[src/rtl/demux_pkg.sv]
// demux_pkg: shared constants and helpers for the parametrised demux.
//   GAP_DISCARD / GAP_HOLD : values for the GAP_MODE parameter
//   ORDER_LSB / ORDER_MSB  : values for the MSB_FIRST parameter
//   slot_offset()          : low bit index of lane slot within the word
package demux_pkg;

  localparam int GAP_DISCARD = 0;
  localparam int GAP_HOLD    = 1;
  localparam int ORDER_LSB   = 0;
  localparam int ORDER_MSB   = 1;

  // Low bit of slot `slot` in an out_w-bit word built from in_w-bit lanes.
  // MSB order puts slot 0 at the top: bits [out_w-1-slot*in_w -: in_w].
  function automatic int slot_offset(input int slot, input int in_w,
                                     input int out_w, input int order);
    if (order == ORDER_MSB) begin
      return out_w - (slot + 1) * in_w;
    end
    return slot * in_w;
  endfunction

endpackage

[src/rtl/demux_lane_counter.sv]
// demux_lane_counter: modulo-RATIO lane counter for demux_param.
// The count value is the assembly state: 0 = empty, 1..RATIO-1 = filling.
//   clk_4f  in   lane clock, rising edge
//   reset_L in   asynchronous active-low reset
//   inc     in   advance one slot (a valid lane was accepted)
//   clr     in   return to slot 0 (partial word dropped); wins over inc
//   cnt     out  current slot, registered
//   wrap    out  high when cnt == RATIO-1 and inc: this lane completes a word
module demux_lane_counter #(
  parameter int RATIO = 4,
  parameter int CW    = $clog2(RATIO)
) (
  input  logic          clk_4f,
  input  logic          reset_L,
  input  logic          inc,
  input  logic          clr,
  output logic [CW-1:0] cnt,
  output logic          wrap
);

  localparam logic [CW-1:0] LAST = CW'(RATIO - 1);

  logic [CW-1:0] cnt_q;
  logic [CW-1:0] cnt_d;

  assign wrap = inc && (cnt_q == LAST);
  assign cnt  = cnt_q;

  always_comb begin
    cnt_d = cnt_q;
    if (clr) begin
      cnt_d = '0;
    end else if (inc) begin
      // Explicit wrap so non-power-of-two ratios also return to 0.
      cnt_d = (cnt_q == LAST) ? '0 : cnt_q + CW'(1);
    end
  end

  always_ff @(posedge clk_4f or negedge reset_L) begin
    if (!reset_L) begin
      cnt_q <= '0;
    end else begin
      cnt_q <= cnt_d;
    end
  end

endmodule

[src/rtl/demux_param.sv]
// demux_param: serial-to-parallel demultiplexer, RATIO = OUT_W/IN_W lanes
// per output word.
//   clk_4f      in   lane clock, rising edge
//   reset_L     in   asynchronous active-low reset
//   data_in     in   IN_W-bit input lane
//   valid       in   data_in is meaningful this cycle
//   data_out    out  last completed word, held between completions
//   valid_out   out  one-cycle strobe marking a new data_out
//   partial_err out  one-cycle strobe: partial word dropped (DISCARD only)
// Handshake: valid-only, no backpressure. Every cycle with valid = 1 the
// lane is consumed; valid_out / partial_err are registered strobes that the
// consumer must take on the cycle they are high.
module demux_param
  import demux_pkg::*;
#(
  parameter int IN_W      = 8,
  parameter int OUT_W     = 32,
  parameter int MSB_FIRST = 1,
  parameter int GAP_MODE  = 0
) (
  input  logic             clk_4f,
  input  logic             reset_L,
  input  logic [IN_W-1:0]  data_in,
  input  logic             valid,
  output logic [OUT_W-1:0] data_out,
  output logic             valid_out,
  output logic             partial_err
);

  localparam int RATIO = OUT_W / IN_W;
  localparam int CW    = (RATIO >= 2) ? $clog2(RATIO) : 1;

  generate
    if ((OUT_W % IN_W) != 0 || RATIO < 2) begin : g_bad_params
      $error("demux_param: OUT_W must be a multiple of IN_W with RATIO >= 2");
    end
  endgenerate

  logic [CW-1:0]    cnt;
  logic             wrap;
  logic             inc;
  logic             clr;

  logic [OUT_W-1:0] asm_q;
  logic [OUT_W-1:0] asm_d;
  logic [OUT_W-1:0] data_out_q;
  logic [OUT_W-1:0] data_out_d;
  logic             valid_out_q;
  logic             valid_out_d;
  logic             partial_err_q;
  logic             partial_err_d;

  // Gap policy: DISCARD rewinds to slot 0 on any gap inside a word; HOLD
  // simply freezes the counter and the assembly register.
  assign inc = valid;
  assign clr = !valid && (cnt != '0) && (GAP_MODE == GAP_DISCARD);

  demux_lane_counter #(
    .RATIO (RATIO),
    .CW    (CW)
  ) u_lane_counter (
    .clk_4f  (clk_4f),
    .reset_L (reset_L),
    .inc     (inc),
    .clr     (clr),
    .cnt     (cnt),
    .wrap    (wrap)
  );

  always_comb begin
    asm_d         = asm_q;
    data_out_d    = data_out_q;
    valid_out_d   = 1'b0;
    partial_err_d = clr;
    if (valid) begin
      // Stale bits from a dropped word need no clearing: every slot is
      // rewritten before the next completion.
      for (int k = 0; k < RATIO; k++) begin
        if (cnt == CW'(k)) begin
          asm_d[slot_offset(k, IN_W, OUT_W, MSB_FIRST) +: IN_W] = data_in;
        end
      end
    end
    if (wrap) begin
      // asm_d already contains the completing lane.
      data_out_d  = asm_d;
      valid_out_d = 1'b1;
    end
  end

  always_ff @(posedge clk_4f or negedge reset_L) begin
    if (!reset_L) begin
      asm_q         <= '0;
      data_out_q    <= '0;
      valid_out_q   <= 1'b0;
      partial_err_q <= 1'b0;
    end else begin
      asm_q         <= asm_d;
      data_out_q    <= data_out_d;
      valid_out_q   <= valid_out_d;
      partial_err_q <= partial_err_d;
    end
  end

  assign data_out    = data_out_q;
  assign valid_out   = valid_out_q;
  assign partial_err = partial_err_q;

endmodule

[config.mk]
export PLATFORM = sky130hd
export DESIGN_NAME = demux_param
export DESIGN_NICKNAME = d
export VERILOG_FILES = /design/src/rtl/demux_pkg.sv /design/src/rtl/demux_lane_counter.sv /design/src/rtl/demux_param.sv
export SDC_FILE = /design/constraint.sdc
export NUM_CORES = 1
export LEC_CHECK = 0
export CORE_MARGIN = 3
export CORE_UTILIZATION = 25
export DETAILED_ROUTE_END_ITERATION = 8
export GPL_TIMING_DRIVEN = 0
export SYNTH_ARGS = -nofsm -noshare
export SYNTH_HDL_FRONTEND = slang
export SYNTH_SLANG_ARGS = --single-unit
[constraint.sdc]
create_clock -name clk_4f -period 2.3 [get_ports clk_4f]
set_clock_uncertainty 0.1 [all_clocks]
set_input_delay 0.46 -clock clk_4f [delete_from_list [all_inputs] [get_ports clk_4f]]
set_output_delay 0.46 -clock clk_4f [all_outputs]
set_load 0.01 [all_outputs]
### Routed metal per tile, run 1

22 x 22 tiles, from black (low) to pale yellow (high), scaled to the fullest tile. Values are wire area over tile area, all layers added.
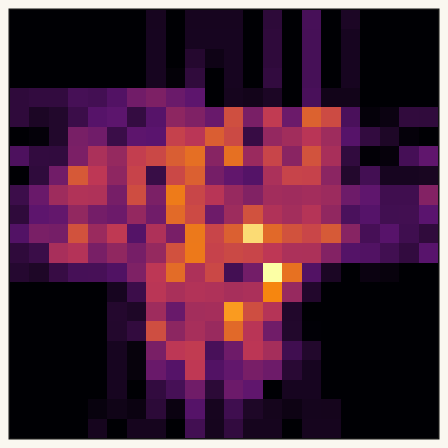
11% of the tiles are over half the peak. 35% of the tiles are nearly empty. The emptiest ninth of the die: lower right. The densest ninth of the die: centre. The fullest tile reaches 0.44.
Routed WL: 6.37 mm
vias: 1765

### Sequential cells coloured by netlist name, run 1

Other sequential cells in the stronger grey, the rest of the logic in the fainter grey.
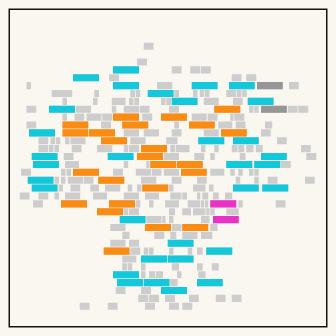
asm_q: marked orange, placed flops 24. u_lane_counter.cnt: marked magenta, placed flops 2. data_out: marked cyan, placed flops 32, where spread over the die.
Reg area: 1500 µm²
Post-Route Utilization: 34.3%
Seq group: 1870 µW
Seq/total area: 43.6%

### Port wiring, run 1

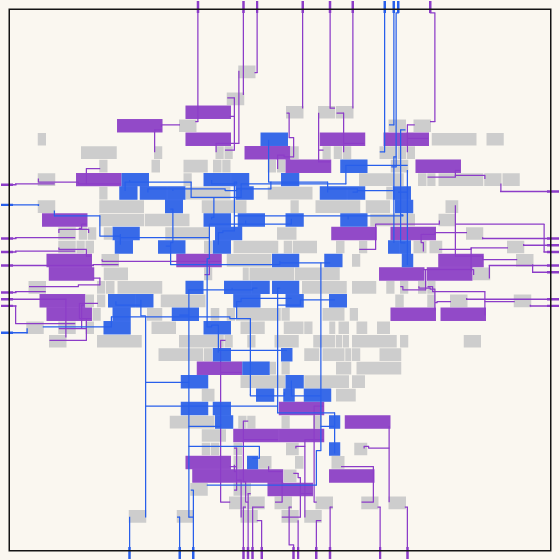
data_in: marked blue, bits 8, direction input, end cells 56, buffers 8, wire 920 µm. data_out: marked purple, bits 32, direction output, end cells 32, buffers 32, wire 969 µm.

### Metal 3, run 1

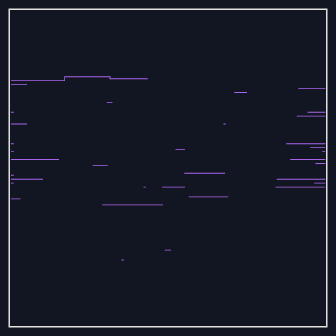
The longest straight run is 20.7 µm. The wires run mostly horizontal.
met3 Resource Use GR: 3.02%

==> impl_metrics.tcl, run 1 <==
# flow metrics
set metrics [dict create \
    pwr.group.clock_uw 806 \
    n_tap_cell 133 \
    min_period_ns 1.81 \
    finalPower_uw 4750 \
    ys.flops 60 \
    path_class "reg2out" \
    ys_sh_mux_pct 22.6 \
    grt_pass1_vias 1869 \
    hold_viol 0 \
    clockBufferDepth 2 \
    worstMarginPinSlew_ns 0.755 \
    grt_pass1_wl_mm 10.4 \
    netlist_area_um2 2660 \
    grt_start_max_net_pins 33 \
    yosys.area_share.aoi_pct 12.0 \
    clock_latency_ns 0.33 \
    dominant-cell-class "flip-flops and latches" \
    rsz0062_at_grt "no" \
    hpwl_mm 4.43 \
    ys_sh_adder_pct 1.89 \
    intPower_uw 3170 \
    numClockSinks 60 \
    timing.slew.headroom_pct 49.7 \
    p_sw_share_pct 33.4 \
    htreeDepth 3 \
    log.warning_count 29 \
    synth_area_per_cell_um2 13.1 \
    cp-endpoint "data_out[11]" \
    required_ns 1.74 \
    flop_cell "dfrtp_1" \
    yosysWarningCount 0 \
    critPathSlowestCell "clkdlybuf4s50_1" \
    leakage_uw 0.00163 \
    fin_nets 273 \
    buffers_excl_clock 59 \
    drv_slew 0 \
    port_buffers 44 \
    worstHoldPathType "in2async" \
    setup_ws_ns 0.486 \
    drive_gt1_share_pct 22.4 \
    final_cells 396 \
    path_clk_slew_ns 0.07 \
    ctsHoldBuffers 0 \
    num_rows 36 \
    outcome "finished clean" \
    dp_cells 380 \
    firstDrtPassIters 4 \
    clockPowerShare_pct 17.0 \
    cpPeakStageDelay_ns 0.56 \
    clock_area_share_pct 4.87 \
    flops 60 \
    power.switching_uw 1590 \
    routed.top_layer "met4" \
    critPathLaunchType "register" \
    power_density_nw_per_um2 1380 \
    timing.final.crit_share_pct 78.9 \
    ys_top_cells_by_area "dfrtp_1 57%, mux2_4 14%, a21oi_1 9.0%, mux2i_1 9.0%, a21o_1 2.3%" \
    wl_met2_mm 2.92 \
    critPathMaxFanout 2 \
    overflow 0 \
]
==> run 2: changes to the inputs <==
Clock period 2.3 ns to 1.88 ns, I/O delays scaled along.
### Sequential cells coloured by netlist name, run 2

Other sequential cells in the stronger grey, the rest of the logic in the fainter grey.
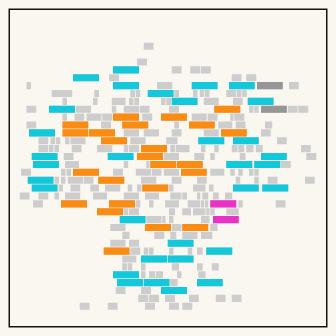
asm_q: marked orange, placed flops 24. data_out: marked cyan, placed flops 32, where spread over the die. u_lane_counter.cnt: marked magenta, placed flops 2.
Another 2 sequential cells are not coloured.
Seq group: 2290 µW

### Routed metal per tile, run 2

22 x 22 tiles, from black (low) to pale yellow (high), scaled to the fullest tile. Values are wire area over tile area, all layers added.
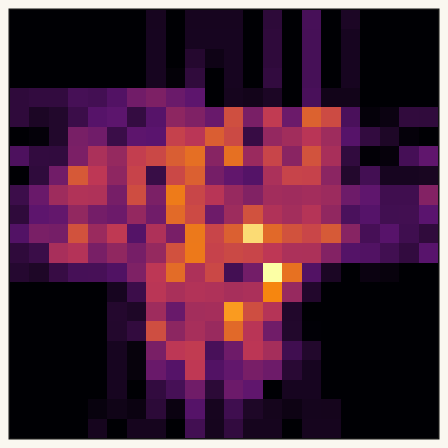
35% of the tiles are nearly empty. The densest ninth of the die: centre. The mean over all tiles is 0.083. 11% of the tiles are over half the peak. The emptiest ninth of the die: lower right. The fullest tile reaches 0.44.

==> run 2 against run 1 <==
Critical path depth unchanged. Final cell count is the same. Synthesized cell count stayed put. Clock power increased by 22%. Register-to-register slack worse by 0.42 ns. Sequential share of layout area unchanged. Count of clock-buffer cells in the layout unchanged. Sequential cell count stayed put. Non-clock buffer count unchanged. Worst setup slack worse by 0.34 ns. Core utilization did not move. Critical endpoint unchanged. Largest power group unchanged.
==> impl_metrics.tcl, run 2 <==
# flow metrics
set metrics [dict create \
    yosysWarningCount 0 \
    routed.top_layer "met4" \
    hold_viol 0 \
    ys_top_cells_by_area "dfrtp_1 57%, mux2_4 14%, a21oi_1 9.0%, mux2i_1 9.0%, a21o_1 2.3%" \
    grt_start_max_net_pins 33 \
    rsz0062_at_grt "no" \
    path_class "reg2out" \
    clock_area_share_pct 4.87 \
    final_util_pct 34.3 \
    clockPowerShare_pct 17.0 \
    numClockSinks 60 \
    flop_cell "dfrtp_1" \
    cp-endpoint "data_out[11]" \
    leakage_uw 0.00163 \
    netlist_area_um2 2660 \
    worstHoldPathType "in2async" \
    drv_slew 0 \
    p_sw_share_pct 33.4 \
    overflow 0 \
    ctsHoldBuffers 0 \
    worstMarginPinSlew_ns 0.755 \
    required_ns 1.40 \
    final_cells 396 \
    dp_cells 380 \
    yosys.area_share.aoi_pct 12.0 \
    power_density_nw_per_um2 1690 \
    seq_share_pct 43.6 \
    buffers_excl_clock 59 \
    log.warning_count 29 \
    use_met3_pct 3.02 \
    outcome "finished clean" \
    critPathLaunchType "register" \
    flops 60 \
    via_count 1765 \
    min_period_ns 1.73 \
    firstDrtPassIters 4 \
    flop_area_um2 1500 \
    timing.slew.headroom_pct 49.7 \
]
### Cell outlines without signal wires, run 2

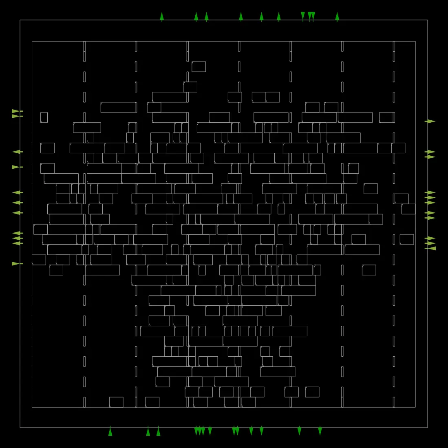

==> run 3: changes to the inputs <==
Settings changed: ABC_AREA set to 1, TNS_END_PERCENT set to 10.
### Cell outlines without signal wires, run 3

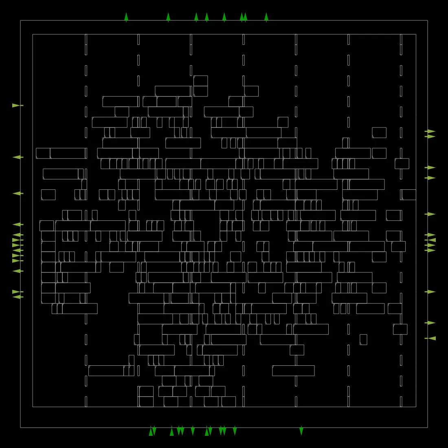
row cnt: 36
Tap Cells: 133
Seq cells: 60
total core area: 9860 µm²
Post-Route Utilization: 34.7%

==> run 3 against run 2 <==
Synthesized area fell by 3.9%. Sequential power fell by 7%. Synthesized cell count rose by 45%. Via count rose by 13%. Hold slack improved by 0.37 ns. Critical path type unchanged. Global-route usage rose by 0.21 points. Worst setup slack improved by 0.0077 ns. Total power fell by 3.0%.
==> impl_metrics.tcl, run 3 <==
# flow metrics
set metrics [dict create \
    flop_cell "dfrtp_1" \
    yosys.area_share.aoi_pct 0.392 \
    post_cts_resized 0 \
    fill_cells 1018 \
    ys_top_cells_by_area "dfrtp_1 59%, nand2_1 15%, nand3_1 9.4%, and2_1 5.9%, inv_1 5.1%" \
    cp_cell_sequence "clkdlybuf4s50_1" \
    ctsHoldBuffers 1 \
    dp_cells 470 \
    log.warning_count 29 \
    final_cells 487 \
    worstMarginPinSlew_ns 0.708 \
    power.group.top "registers" \
    buffers_excl_clock 59 \
    crit_start "data_out[10]" \
    finalSetupViolations 0 \
    overflow 0 \
    grt_start_max_net_pins 32 \
    critPathLaunchType "register" \
    via_count 2002 \
    netlist_area_um2 2550 \
    wire_per_inst_um 12.7 \
    p_seq_uw 2140 \
    rsz0062_at_grt "no" \
    use_met3_pct 3.25 \
    clockPowerShare_pct 24.4 \
    p_sw_share_pct 32.4 \
    seq_share_pct 43.9 \
    firstDrtPassIters 4 \
    clock_area_share_pct 6.92 \
    power_density_nw_per_um2 1650 \
    path_class "reg2out" \
    numClockSinks 60 \
    yosysWarningCount 0 \
    critPathArrivalTime_ns 1.25 \
    drive_gt1_share_pct 7.91 \
    hold_viol 0 \
    leakage_uw 0.00172 \
    largest_reg_flops 32 \
    drv_slew 0 \
    cp-endpoint "data_out[10]" \
    min_period_ns 1.72 \
    cp_top_family "buffers and inverters" \
    drt-initial-drc-count 81 \
    routed.top_layer "met4" \
    comb_cells 183 \
    timing.slew.headroom_pct 52.8 \
    outcome "finished clean" \
    required_ns 1.40 \
]
### Port wiring, run 3

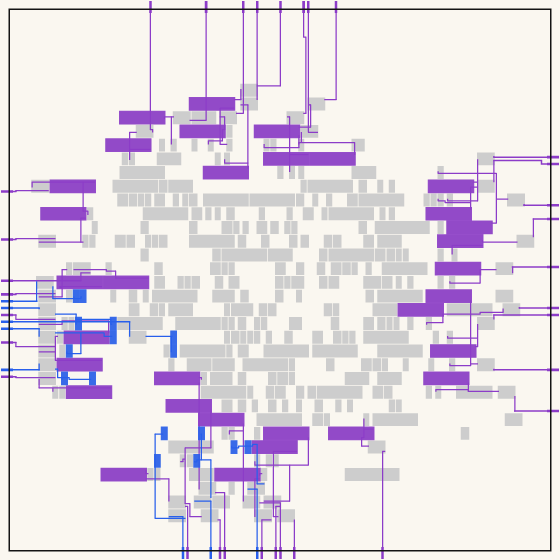
data_out: marked purple, bits 32, direction output, end cells 32, buffers 32, wire 931 µm. data_in: marked blue, bits 8, direction input, end cells 16, buffers 8, wire 205 µm.
# port buffers: 44
IO Count: 45

No activity file was given, so power comes from the tool's default toggle rates.
